[src/rtl/lb_dispatcher.sv]
// lb_dispatcher: buffers HTTP metadata beats in a QDEPTH-entry FIFO and
// dispatches each one to a region chosen from live per-region statistics.
// Regions already hosting the requested operator are preferred; among them
// the least-loaded one wins, with ties broken by lowest index (TIE_RR=0) or
// round-robin after the last dispatched region (TIE_RR=1).
// Optional feature macro: LB_PR_REQ_EN. When defined, a request with no
// hosting region triggers a partial-reconfiguration request to an idle
// region. When undefined, such a request falls back to the least-loaded
// non-full region, and the pr_req_* outputs are tied to 0.
module lb_dispatcher #(
    parameter int META_W    = 8,
    parameter int OID_W     = 2,
    parameter int LOAD_W    = 2,
    parameter int N_REGIONS = 4,
    parameter int QDEPTH    = 4,
    parameter int TIE_RR    = 0
) (
    input  logic                                  aclk,
    input  logic                                  areset,
    input  logic                                  meta_in_tvalid,
    output logic                                  meta_in_tready,
    input  logic [META_W-1:0]                     meta_in_tdata,
    input  logic [N_REGIONS*(OID_W+LOAD_W)-1:0]   region_stats_in,
    output logic                                  disp_tvalid,
    input  logic                                  disp_tready,
    output logic [META_W-1:0]                     disp_tdata,
    output logic [$clog2(N_REGIONS)-1:0]          disp_region,
    output logic                                  pr_req_valid,
    output logic [$clog2(N_REGIONS)-1:0]          pr_req_region,
    output logic [OID_W-1:0]                      pr_req_oid,
    input  logic                                  pr_done
);

    localparam int RW = $clog2(N_REGIONS);
    localparam int SW = OID_W + LOAD_W;
    localparam int PW = $clog2(QDEPTH);
    localparam int CW = PW + 1;
    localparam logic [LOAD_W-1:0] LOAD_FULL = '1;

    typedef enum logic [2:0] {
        IDLE,
        SELECT,
        PR_REQ,
        PR_WAIT,
        DISPATCH
    } state_t;

    state_t state, state_next;

    // ---------------------------------------------------------------
    // Metadata FIFO
    // ---------------------------------------------------------------
    logic [META_W-1:0] mem [QDEPTH];
    logic [PW-1:0]     wr_ptr, rd_ptr;
    logic [CW-1:0]     count, count_next;
    logic              tready_q;
    logic              wr_en, rd_en;
    logic [META_W-1:0] head;
    logic [OID_W-1:0]  head_oid;

    assign wr_en      = meta_in_tvalid && tready_q;
    assign rd_en      = (state == DISPATCH) && disp_tready;
    assign count_next = count + CW'(wr_en) - CW'(rd_en);
    assign head       = mem[rd_ptr];
    assign head_oid   = head[OID_W-1:0];

    // Write accepted beats into the storage array.
    // NOTE: the storage array is deliberately left out of reset; every entry
    // is written before the read pointer can reach it, so only the pointers
    // and count need a known value.
    always_ff @(posedge aclk) begin
        if (wr_en) begin
            mem[wr_ptr] <= meta_in_tdata;
        end
    end

    // Track pointers, occupancy and the registered ready flag.
    // NOTE: sequential state uses non-blocking assignments so every register
    // samples pre-edge values regardless of statement order.
    always_ff @(posedge aclk or posedge areset) begin
        if (areset) begin
            wr_ptr   <= '0;
            rd_ptr   <= '0;
            count    <= '0;
            tready_q <= 1'b0;
        end else begin
            if (wr_en) wr_ptr <= wr_ptr + 1'b1;
            if (rd_en) rd_ptr <= rd_ptr + 1'b1;
            count    <= count_next;
            tready_q <= (count_next != CW'(QDEPTH));
        end
    end

    assign meta_in_tready = tready_q;

    // ---------------------------------------------------------------
    // Region selection
    // ---------------------------------------------------------------
    // Returns {found, index}: the minimum-load region among 'mask', ties
    // broken by lowest index or by the first index strictly after 'rr'.
    function automatic logic [RW:0] pick_region(
        input logic [N_REGIONS-1:0]             mask,
        input logic [N_REGIONS-1:0][LOAD_W-1:0] loads,
        input logic [RW-1:0]                    rr
    );
        logic [LOAD_W-1:0]    min_load;
        logic [N_REGIONS-1:0] tied;
        logic [RW-1:0]        idx;
        int                   cand;
        min_load = '1;
        for (int i = 0; i < N_REGIONS; i++) begin
            if (mask[i] && (loads[i] < min_load)) min_load = loads[i];
        end
        for (int i = 0; i < N_REGIONS; i++) begin
            tied[i] = mask[i] && (loads[i] == min_load);
        end
        idx = '0;
        if (TIE_RR != 0) begin
            // Walk backwards so the nearest index after rr is written last.
            for (int k = N_REGIONS; k >= 1; k--) begin
                cand = (int'(rr) + k) % N_REGIONS;
                if (tied[cand]) idx = RW'(cand);
            end
        end else begin
            for (int i = N_REGIONS - 1; i >= 0; i--) begin
                if (tied[i]) idx = RW'(i);
            end
        end
        return {|tied, idx};
    endfunction

    logic [N_REGIONS-1:0][LOAD_W-1:0] loads;
    logic [N_REGIONS-1:0]             match_mask;
    logic [N_REGIONS-1:0]             alt_mask;
    logic [RW:0]                      match_pick, alt_pick;
    logic [RW-1:0]                    rr_ptr, rr_next;

    // Decode region statistics and pick the preferred and fallback regions.
    // NOTE: every combinational output gets a default first, so no path
    // leaves a signal unassigned and no latch is inferred.
    always_comb begin
        loads      = '0;
        match_mask = '0;
        alt_mask   = '0;
        for (int i = 0; i < N_REGIONS; i++) begin
            loads[i]      = region_stats_in[i*SW +: LOAD_W];
            match_mask[i] = (region_stats_in[i*SW+LOAD_W +: OID_W] == head_oid)
                            && (loads[i] != LOAD_FULL);
`ifdef LB_PR_REQ_EN
            alt_mask[i]   = (loads[i] == '0);
`else
            alt_mask[i]   = (loads[i] != LOAD_FULL);
`endif
        end
        match_pick = pick_region(match_mask, loads, rr_ptr);
        alt_pick   = pick_region(alt_mask, loads, rr_ptr);
    end

    // ---------------------------------------------------------------
    // Control FSM
    // ---------------------------------------------------------------
    logic [RW-1:0] disp_region_q, disp_region_next;
`ifdef LB_PR_REQ_EN
    logic [RW-1:0]    pr_region_q, pr_region_next;
    logic [OID_W-1:0] pr_oid_q, pr_oid_next;
`else
    logic             unused_pr_done;
    assign unused_pr_done = pr_done;
`endif

    // Next-state and next-register logic for selection, PR and dispatch.
    always_comb begin
        state_next       = state;
        disp_region_next = disp_region_q;
        rr_next          = rr_ptr;
`ifdef LB_PR_REQ_EN
        pr_region_next   = pr_region_q;
        pr_oid_next      = pr_oid_q;
`endif
        case (state)
            IDLE: begin
                if (count != '0) state_next = SELECT;
            end
            SELECT: begin
                if (match_pick[RW]) begin
                    disp_region_next = match_pick[RW-1:0];
                    state_next       = DISPATCH;
                end else if (alt_pick[RW]) begin
`ifdef LB_PR_REQ_EN
                    pr_region_next   = alt_pick[RW-1:0];
                    pr_oid_next      = head_oid;
                    state_next       = PR_REQ;
`else
                    disp_region_next = alt_pick[RW-1:0];
                    state_next       = DISPATCH;
`endif
                end
            end
`ifdef LB_PR_REQ_EN
            PR_REQ: begin
                state_next = PR_WAIT;
            end
            PR_WAIT: begin
                if (pr_done) begin
                    disp_region_next = pr_region_q;
                    state_next       = DISPATCH;
                end
            end
`endif
            DISPATCH: begin
                if (disp_tready) begin
                    rr_next    = disp_region_q;
                    state_next = (count_next != '0) ? SELECT : IDLE;
                end
            end
            default: state_next = IDLE;
        endcase
    end

    // Register FSM state, chosen regions and the round-robin pointer.
    always_ff @(posedge aclk or posedge areset) begin
        if (areset) begin
            state         <= IDLE;
            disp_region_q <= '0;
            rr_ptr        <= RW'(N_REGIONS - 1);
`ifdef LB_PR_REQ_EN
            pr_region_q   <= '0;
            pr_oid_q      <= '0;
`endif
        end else begin
            state         <= state_next;
            disp_region_q <= disp_region_next;
            rr_ptr        <= rr_next;
`ifdef LB_PR_REQ_EN
            pr_region_q   <= pr_region_next;
            pr_oid_q      <= pr_oid_next;
`endif
        end
    end

    assign disp_tvalid = (state == DISPATCH);
    assign disp_tdata  = disp_tvalid ? head : '0;
    assign disp_region = disp_region_q;

`ifdef LB_PR_REQ_EN
    assign pr_req_valid  = (state == PR_REQ);
    assign pr_req_region = pr_region_q;
    assign pr_req_oid    = pr_oid_q;
`else
    assign pr_req_valid  = 1'b0;
    assign pr_req_region = '0;
    assign pr_req_oid    = '0;
`endif

endmodule

[config.mk]
export PLATFORM = sky130hd
export DESIGN_NAME = lb_dispatcher
export DESIGN_NICKNAME = d
export VERILOG_FILES = /design/src/rtl/lb_dispatcher.sv
export SDC_FILE = /design/constraint.sdc
export NUM_CORES = 1
export LEC_CHECK = 0
export CORE_MARGIN = 1
export CORE_UTILIZATION = 54
export DETAILED_ROUTE_END_ITERATION = 8
export PLACE_DENSITY = 0.91
export SYNTH_ARGS = -nofsm -noshare
export SYNTH_HDL_FRONTEND = slang
export SYNTH_SLANG_ARGS = --single-unit
[constraint.sdc]
create_clock -name aclk -period 10.9 [get_ports aclk]
set_input_delay 3.27 -clock aclk [delete_from_list [all_inputs] [get_ports aclk]]
set_output_delay 3.27 -clock aclk [all_outputs]
set_load 0.05 [all_outputs]
==> run_1/cell_classes.png <==
Fill, decap, tap and diode cells in gray.
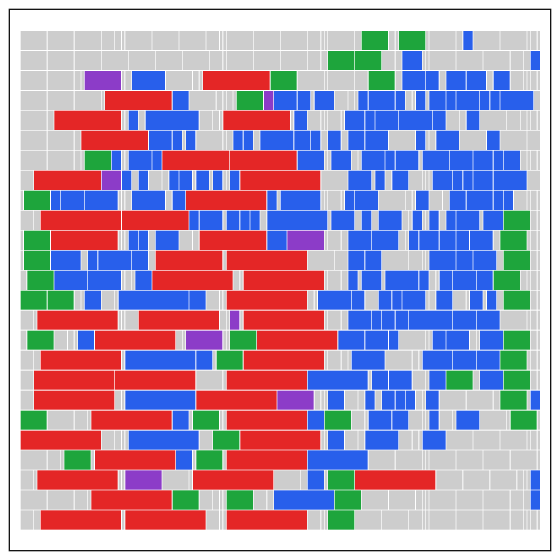
[purple] clock drivers and dummy loads | cells: 8 | share of their area: 2.6%
[green] other buffers and delay cells | cells: 39 | share of their area: 12%
[blue] all other logic | cells: 192 | share of their area: 45%
[red] flops | cells: 44 | share of their area: 40%

==> run_1/wire_density.png <==
The die is cut into 15 by 15 equal tiles; dark blue is low, red is high, scaled to the fullest tile. Values are wire area over tile area, all layers added.
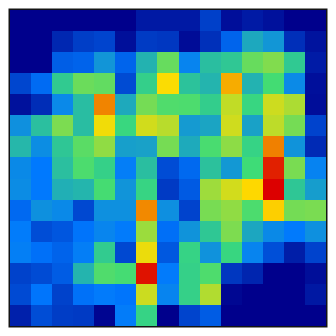
mean over tiles: 0.16
nearly empty tiles: 11%
densest ninth of the die: east

==> run_1/pdn.png <==
The bar under the picture is 20 um long. Pins as bars on the die edge. Tap cells in gray.
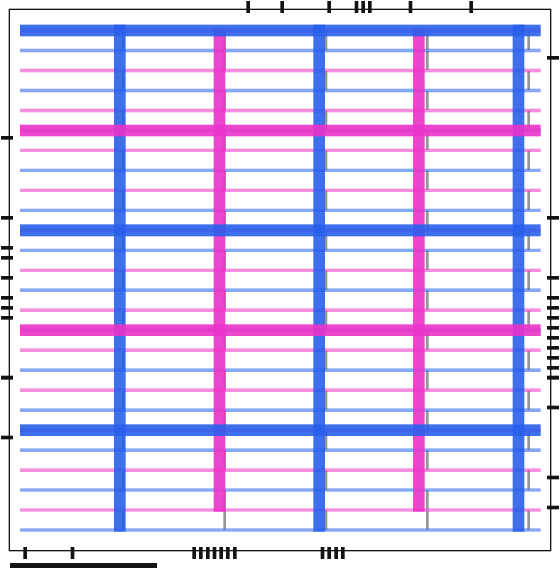
[magenta] VDD
[blue] VSS
met1 rails: 26
met5 straps: 5

==> run_1/final_placement.png <==
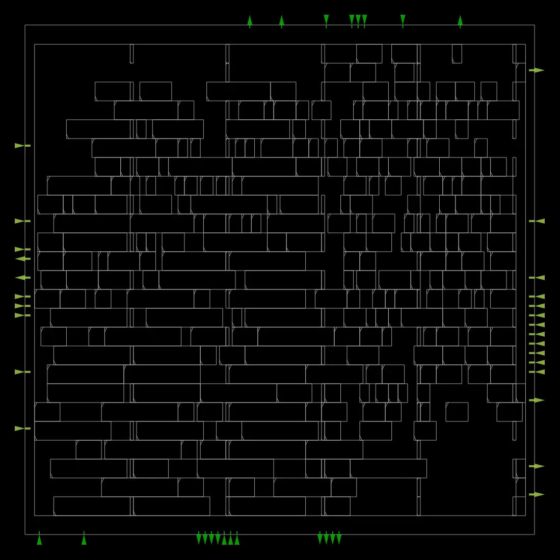
num sequential: 44
Finished Core Util: 67.69%
Fill cells: 365
Tapcells: 67

==> qor.yml, run 1 <==
power.clock.fraction_pct: 12.0
area_growth_pct: 18.08
worstReg2RegEnd: "disp_region[0]"
cts.sinks: 44
final_area_mm2: 0.003261
adder_share_pct: 5.709
p_comb_share_pct: 55.7
rsz0062_at_grt: "false"
layout.nets: 323
cp_slowest_cell: "clkdlybuf4s50_1"
mostFrequentLayoutCell: "clkdlybuf4s50_1"
post_drt_wl_per_cell_um: 15.50
worst_pin_slew_ps: 774.5
drive_above_1_share_pct: 6.714
rows: 25
post-route-period-util_pct: 73.83
clkTransAtPathRegs_ps: 80
rrSetupSlack_ps: 5170
finalWirelength_mm: 5.424
worst_setup_path_start_kind: "input pin"
place_area_mm2: 0.003177
fin_crit_ps: 8047
min_from: "state[0]"
p_clk_mw: 0.0980
yosys.area_share.simple_pct: 15.09
seq_power_share_pct: 32.3
comb_cell_power_mw: 0.457
setup_violations: 0
crit-reg2reg-launch: "rd_ptr[0]"
crit_buf_inv: 4
largestPowerGroup: "combinational logic"
drc: 0
clockBufferDepth: 2
ir_drop_mv: 0.1434
antenna_cells: 0
ctsHoldBuffers: 0
lay_top_cells: "clkdlybuf4s50_1, edfxtp_1, xnor2_1, nor2_1, nand2_1"
cts_setup_buffers: 0
cp.arrival_ps: 8230
ys_sh_aoi_pct: 14.05
fp.dieW_um: 73.51
via_per_inst: 5.803
hpwl_mm: 4.059
leakage_nw: 1.228
power.internal_mw: 0.4624
dieArea_mm2: 0.005404
netlist-cell-type-count: 63
ys_sh_xor_pct: 6.661
htreeDepth: 2
antenna_found_initial: 0
slew_violations: 0
detailedRoute.firstPassIterationCount: 5
setup_tns_ps: 0
cap_violations: 0
track_usage_pct: 22.00
core_mm2: 0.004817
critPathMaxFanout: 8
swShare_pct: 43.59
hold_viol_final: 0
power_density_mw_per_mm2: 251.4
root_buffer: "clkbuf_8"
hold_depth: 1
die_height_um: 73.51
ys.flops: 44
power_mw: 0.8198
cp_data_required_time_ps: 11080
min_to: "state[0]"
grt_max_degree: 14
crit_chain: "clkdlybuf4s50_1, inv_1, ha_1, a211oi_1, a2bb2oi_1, inv_1, ha_1, nor2_1, a21boi_0, a2bb2oi_1, inv_1, ha_1, or3_1, a21oi_1, nand2_1, a21o_1, o21a_1, a311oi_1, nor3b_1, nor4_2"
worstHoldPathType: "register to register"
power_switching_mw: 0.3573
postSynthAreaPerCell_um2: 11.32
tool_warnings: 30
synth_cells: 244
gp_congestion: 0.8086
cp_top_family: "AND-OR/OR-AND gates"
yosys_cells: 244
ff_type: "edfxtp_1"
cp_slowest_stage_delay_ps: 540
overflow: 0
cp-end-kind: "register"
io_buffers: 39
synth-edff-count: 32
clock.fmax_mhz: 124.3
ys_seq_share_pct: 45.67
synth_warnings: 0
cts_buffers: 5
core_util_floorplan_pct: 57.32
status: "finished, final reports clean"
p_seq_mw: 0.265
topCombFamilyByArea: "simple AND/OR/NAND/NOR gates"
async_reset_ff_share_pct: 27.27
drtIter0Drc: 69
postCtsResizedCells: 0
drtAntennaViolNets: 0
clock_latency_ps: 300
synthMuxAreaShare_pct: 7.839
fin_worst_skew_ps: 6.638
synth_chip_area_mm2: 0.002761
slew_headroom_pct: 48.21
vias: 2031
reg2reg_depth: 19
worstSetupPathType: "input pin to register"
syn_area_mm2: 0.002761
grt_pass1_wl_mm: 8.707
grt_pass1_vias: 1945
io_pins: 46
tritoncts: "yes"
run 1: cells in the mapped netlist, types with 5 or more instances:
cell type	count	area (um^2)
a21oi_1	5	25.02
and2_1	11	68.82
and3_1	5	31.28
buf_4	5	37.54
dfrtp_1	12	300.3
edfxtp_1	32	960.9
ha_1	11	137.6
inv_1	16	60.06
nand2_1	17	63.81
nor2_1	19	71.32
o21ai_0	7	35.03
xnor2_1	19	166.4
run 1: layout make-up:
type	instances	area, um^2
Clock inverter	2	11.26
Fill cell	365	1556
Clock buffer	6	72.57
Tap cell	67	83.83
Timing Repair Buffer	39	390.4
Multi-Input combinational cell	176	1381
Sequential cell	44	1261
Inverter	16	60.06
run 1: stage by stage:
step	worst slack, ps	instances	hold slack (ps)
6_report	2853	350	477.8
5_1_grt	2401	350	494.5
4_1_cts	2881	350	483.8
3_5_place_dp	2597	342	473.7
3_3_place_gp	2774	342	462.6
2_1_floorplan	3763	248	438.3
run 1: sequential cells by signal, indices dropped and copies added (netlist names):
signal and flops:
count 3, disp_region 2, mem 32, meta_in_tready 1
rd_ptr 2, state 2, wr_ptr 2
run 1: routing by layer:
metal	global-route usage [%]	wire length, um	vias to the layer above
li1	-	-	989
met1	25.14	2236	967
met2	38.43	2770	59
met3	5.213	271	16
met4	11.11	146	0
met5	0	0	-
run 1: worst max path at each step:
stage | end | start | slack (ps) | cells past startpoint
2_1_floorplan | disp_region[0] | region_stats_in[1] | 3760 | 19
3_3_place_gp | disp_region[0] | region_stats_in[1] | 2770 | 20
3_5_place_dp | disp_region[0] | region_stats_in[1] | 2600 | 20
4_1_cts | disp_region[0] | region_stats_in[1] | 2880 | 20
5_1_grt | disp_region[0] | region_stats_in[1] | 2400 | 20
6_report | disp_region[0] | region_stats_in[1] | 2850 | 20
==> inputs of run 2 (changes only) <==
--- a/config.mk
+++ b/config.mk
@@ -6,9 +6,9 @@
 export NUM_CORES = 1
 export LEC_CHECK = 0
 export CORE_MARGIN = 1
-export CORE_UTILIZATION = 54
+export CORE_UTILIZATION = 48
 export DETAILED_ROUTE_END_ITERATION = 8
-export PLACE_DENSITY = 0.91
+export PLACE_DENSITY = 0.86
 export SYNTH_ARGS = -nofsm -noshare
 export SYNTH_HDL_FRONTEND = slang
 export SYNTH_SLANG_ARGS = --single-unit
==> constraint.sdc (replaced) <==
create_clock -name aclk -period 6.7 [get_ports aclk]
set_input_delay 2.01 -clock aclk [delete_from_list [all_inputs] [get_ports aclk]]
set_output_delay 2.01 -clock aclk [all_outputs]
set_load 0.05 [all_outputs]
==> run_2/pdn.png <==
The bar under the picture is 20 um long. Pins as bars on the die edge. Tap cells in gray.
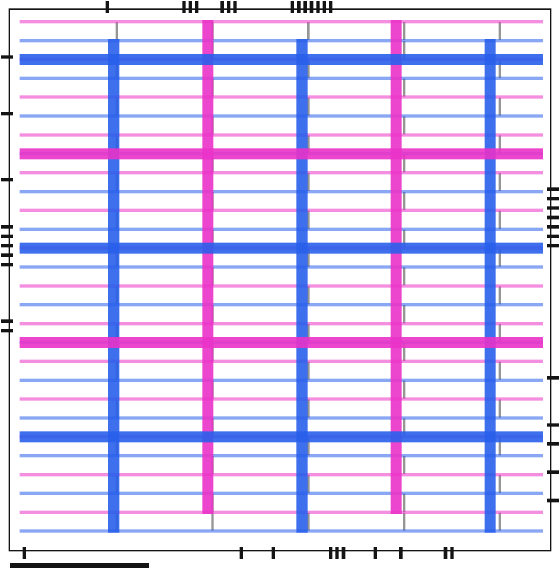
[blue] VSS
[magenta] VDD
tap cells: 72
met4 straps: 5

==> run 2 against run 1 <==
Compared with the run above: critical path depth shrank 1; routed wire length is 0.61% lower; setup slack worse by 2400 ps; clock skew is 3.3 ps lower; via count fell by 0.54%; total power increased by 69%; first-iteration DRC count rose by 39%; non-clock buffer count grew 7; global-route usage down 2.8 points; clock power increased by 94%; final cell count is 3.4% higher; sequential share of layout area is 0.94 points lower; largest power group unchanged.
==> qor.yml, run 2 <==
cp_data_required_time_ps: 6870  # -4210 ps
fp.dieW_um: 77.85  # +5.9%
grt_pass1_vias: 2030  # +4.4%
finalWirelength_mm: 5.391  # -0.61%
hold_viol_final: 0  # unchanged
lay_top_cells: "clkdlybuf4s50_1, edfxtp_1, xnor2_1, nor2_1, nand2_1"
top_cell: "edfxtp_1"
place_area_mm2: 0.003236  # +1.9%
antenna_cells: 0  # unchanged
setup_violations: 0  # unchanged
postCtsResizedCells: 0  # unchanged
power.clock.fraction_pct: 13.7  # +1.7 points
worst_setup_path_start_kind: "input pin"
ir_drop_mv: 0.2990  # +110%
htreeDepth: 2  # unchanged
cts.sinks: 44  # unchanged
post_drt_wl_per_cell_um: 14.89  # -3.9%
drtAntennaViolNets: 0  # unchanged
ys_seq_share_pct: 45.67  # unchanged
fin_crit_ps: 6291
area_growth_pct: 21.02
setup_tns_ps: 0  # unchanged
via_per_inst: 5.580  # -3.8%
crit_start: "region_stats_in[6]"
die_height_um: 77.85  # +5.9%
rsz0062_at_grt: "false"
synth_warnings: 0  # unchanged
core_mm2: 0.005540  # +15%
worstHoldPathType: "register to register"
cp_slowest_stage_delay_ps: 430  # -110 ps
largest_reg_flops: 32  # unchanged
power.internal_mw: 0.8064  # +74%
leakage_nw: 1.277  # +3.9%
reg_top3: "mem (32), count (3)"
drtIter0Drc: 96  # +39%
clock.fmax_mhz: 159.0
setup_ws_ps: 409.4  # -2443 ps
critPathMaxFanout: 6  # -2
yosys_cells: 244  # unchanged
cap_violations: 0  # unchanged
core_util_floorplan_pct: 49.84  # -7.5 points
io_pins: 46  # unchanged
gp_congestion: 0.8389  # +3.7%
track_usage_pct: 19.16  # -2.8 points
netlist.top_cell.by_area: "edfxtp_1"
syn_area_mm2: 0.002761  # unchanged
top_cell_area_share_pct: 34.80  # unchanged
top_register: "mem"
worst_pin_slew_ps: 580.2  # -194.3 ps
whs_ps: 499.6  # +21.72 ps
dieArea_mm2: 0.006060  # +12%
cp.arrival_ps: 6460  # -1770 ps
synthTopCellsByCount: "edfxtp_1, nor2_1, xnor2_1"
clkTransAtPathRegs_ps: 70  # about the same
clockBufferDepth: 2  # unchanged
p_comb_share_pct: 55.0  # -0.7 points
postSynthAreaPerCell_um2: 11.32  # unchanged
grt_pass1_wl_mm: 9.039  # +3.8%
async_reset_ff_share_pct: 27.27  # unchanged
ctsHoldBuffers: 0  # unchanged
worstSetupPathType: "input pin to register"
min_from: "state[0]"
netlist-cell-type-count: 63  # unchanged
slew_headroom_pct: 60.89  # +13 points
drive_above_1_share_pct: 8.966  # +2.3 points
layout.nets: 330  # +2.2%
slew_violations: 0  # unchanged
synth_chip_area_mm2: 0.002761  # unchanged
final_cells: 362  # +3.4%
cts_setup_buffers: 0  # unchanged
finish.utilization_pct: 60.32  # -7.4 points
rows: 27  # +8.0%
tritoncts: "yes"
ff_type: "edfxtp_1"
fin_worst_skew_ps: 3.336  # -3.302 ps
clock_latency_ps: 290  # about the same
cts_buffers: 5  # unchanged
dp_slack_ps: 98.12  # -2499 ps
ys.flops: 44  # unchanged
area_leaders: "edfxtp_1, dfrtp_1, xnor2_1, ha_1, mux4_1"
grt_max_degree: 14  # unchanged
power_density_mw_per_mm2: 413.4  # +64%
detailedRoute.firstPassIterationCount: 4  # -1
cp-end-kind: "register"
vias: 2020  # -0.54%
synth-edff-count: 32  # unchanged
seq_power_share_pct: 31.2  # -1.1 points
power_mw: 1.382  # +69%
swShare_pct: 41.64  # -2.0 points
io_buffers: 39  # unchanged
crit-reg2reg-launch: "rd_ptr[0]"
hpwl_mm: 4.229  # +4.2%
cp_slowest_cell: "clkdlybuf4s50_1"
overflow: 0  # unchanged
mostFrequentLayoutCell: "clkdlybuf4s50_1"
crit_chain: "clkdlybuf4s50_1, xnor2_1, nand2_1, o2bb2ai_1, ha_1, a211o_1, a22oi_2, inv_1, ha_1, nor2_1, nand4_1, o2bb2ai_1, a31oi_1, xor2_1, nor3_1, a211oi_2, a311oi_1, nor3b_1, nor4_2"
post-place-cells: 354  # +3.5%
status: "finished, final reports clean"
drc: 0  # unchanged
post-route-period-util_pct: 93.89
antenna_found_initial: 0  # unchanged
tool_warnings: 30  # unchanged
final_area_mm2: 0.003342  # +2.5%
synth_cells: 244  # unchanged
root_buffer: "clkbuf_8"
power_switching_mw: 0.5753  # +61%
==> run_2/port_nets.png <==
The bar under the picture is 20 um long.
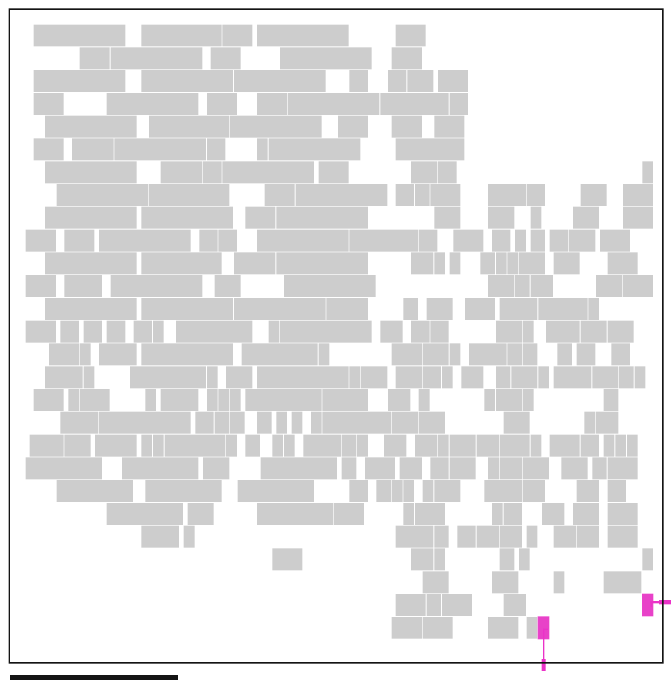
[magenta] pr_req_oid | bits: 2 | direction: output | edge: 1 east, 1 south | end cells: 2 | wire: 5.40 um

[run 2: critical path: cells and delay by family]
family,cells,cell delay (ps)
compound gates,7,1770
xor+xnor,2,410
fa+ha+maj,2,620
buf+inv,2,490
simple gates,6,1140
[run 2: metal layers]
layer	up-vias	track usage, %	part of all wire, %
met5	-	0	0
met4	0	6.981	2.0
met3	7	2.941	3.0
met2	57	35.66	53
met1	959	22.02	42
li1	997	-	-
[run 2: cells by family after synthesis]
| kind of cell | after synthesis | share of synthesized area, % |
|---|---|---|
| DFF | 44 | 45.67 |
| buffers and inverters | 28 | 4.848 |
| muxes | 10 | 7.839 |
| xor gates and xnor gates | 21 | 6.661 |
| and+or+nand+nor | 78 | 15.09 |
| AOI/OAI and AO/OA | 50 | 14.05 |
| other | 1 | 0.1358 |
| adders and majority gates | 12 | 5.709 |
[run 2: power by group through the flow]
stage / Sequential [mW] / Clock [mW] / Combinational (mW)
floorplan: 0.429 / 0 / 0.575
global placement: 0.432 / 0 / 0.737
detailed placement: 0.439 / 0 / 0.761
CTS: 0.433 / 0.192 / 0.766
global route: 0.442 / 0.206 / 0.835
finish: 0.432 / 0.190 / 0.761
[run 2: layout make-up]
class	instances	area (um^2)
clock buffers	5	68.82
clock inverters	3	37.54
fillers	455	2198
inverters	16	60.06
multi-input cells	176	1381
flip-flops and latches	44	1261
well taps	72	90.09
repair buffers	46	442.9
[run 2: worst paths after layout]
path / endpoint / slack, ps / cells past startpoint
worst max-delay path: disp_region[0] / 410 / 19
worst min-delay path: state[0] / 500 / 1
worst max register to register: disp_region[0] / 1170 / 19
worst min register to register: state[0] / 500 / 1
max in group asynchronous: meta_in_tready / 4380 / 2
min in group asynchronous: wr_ptr[1] / 2020 / 2
Power and IR drop assume default switching activity.
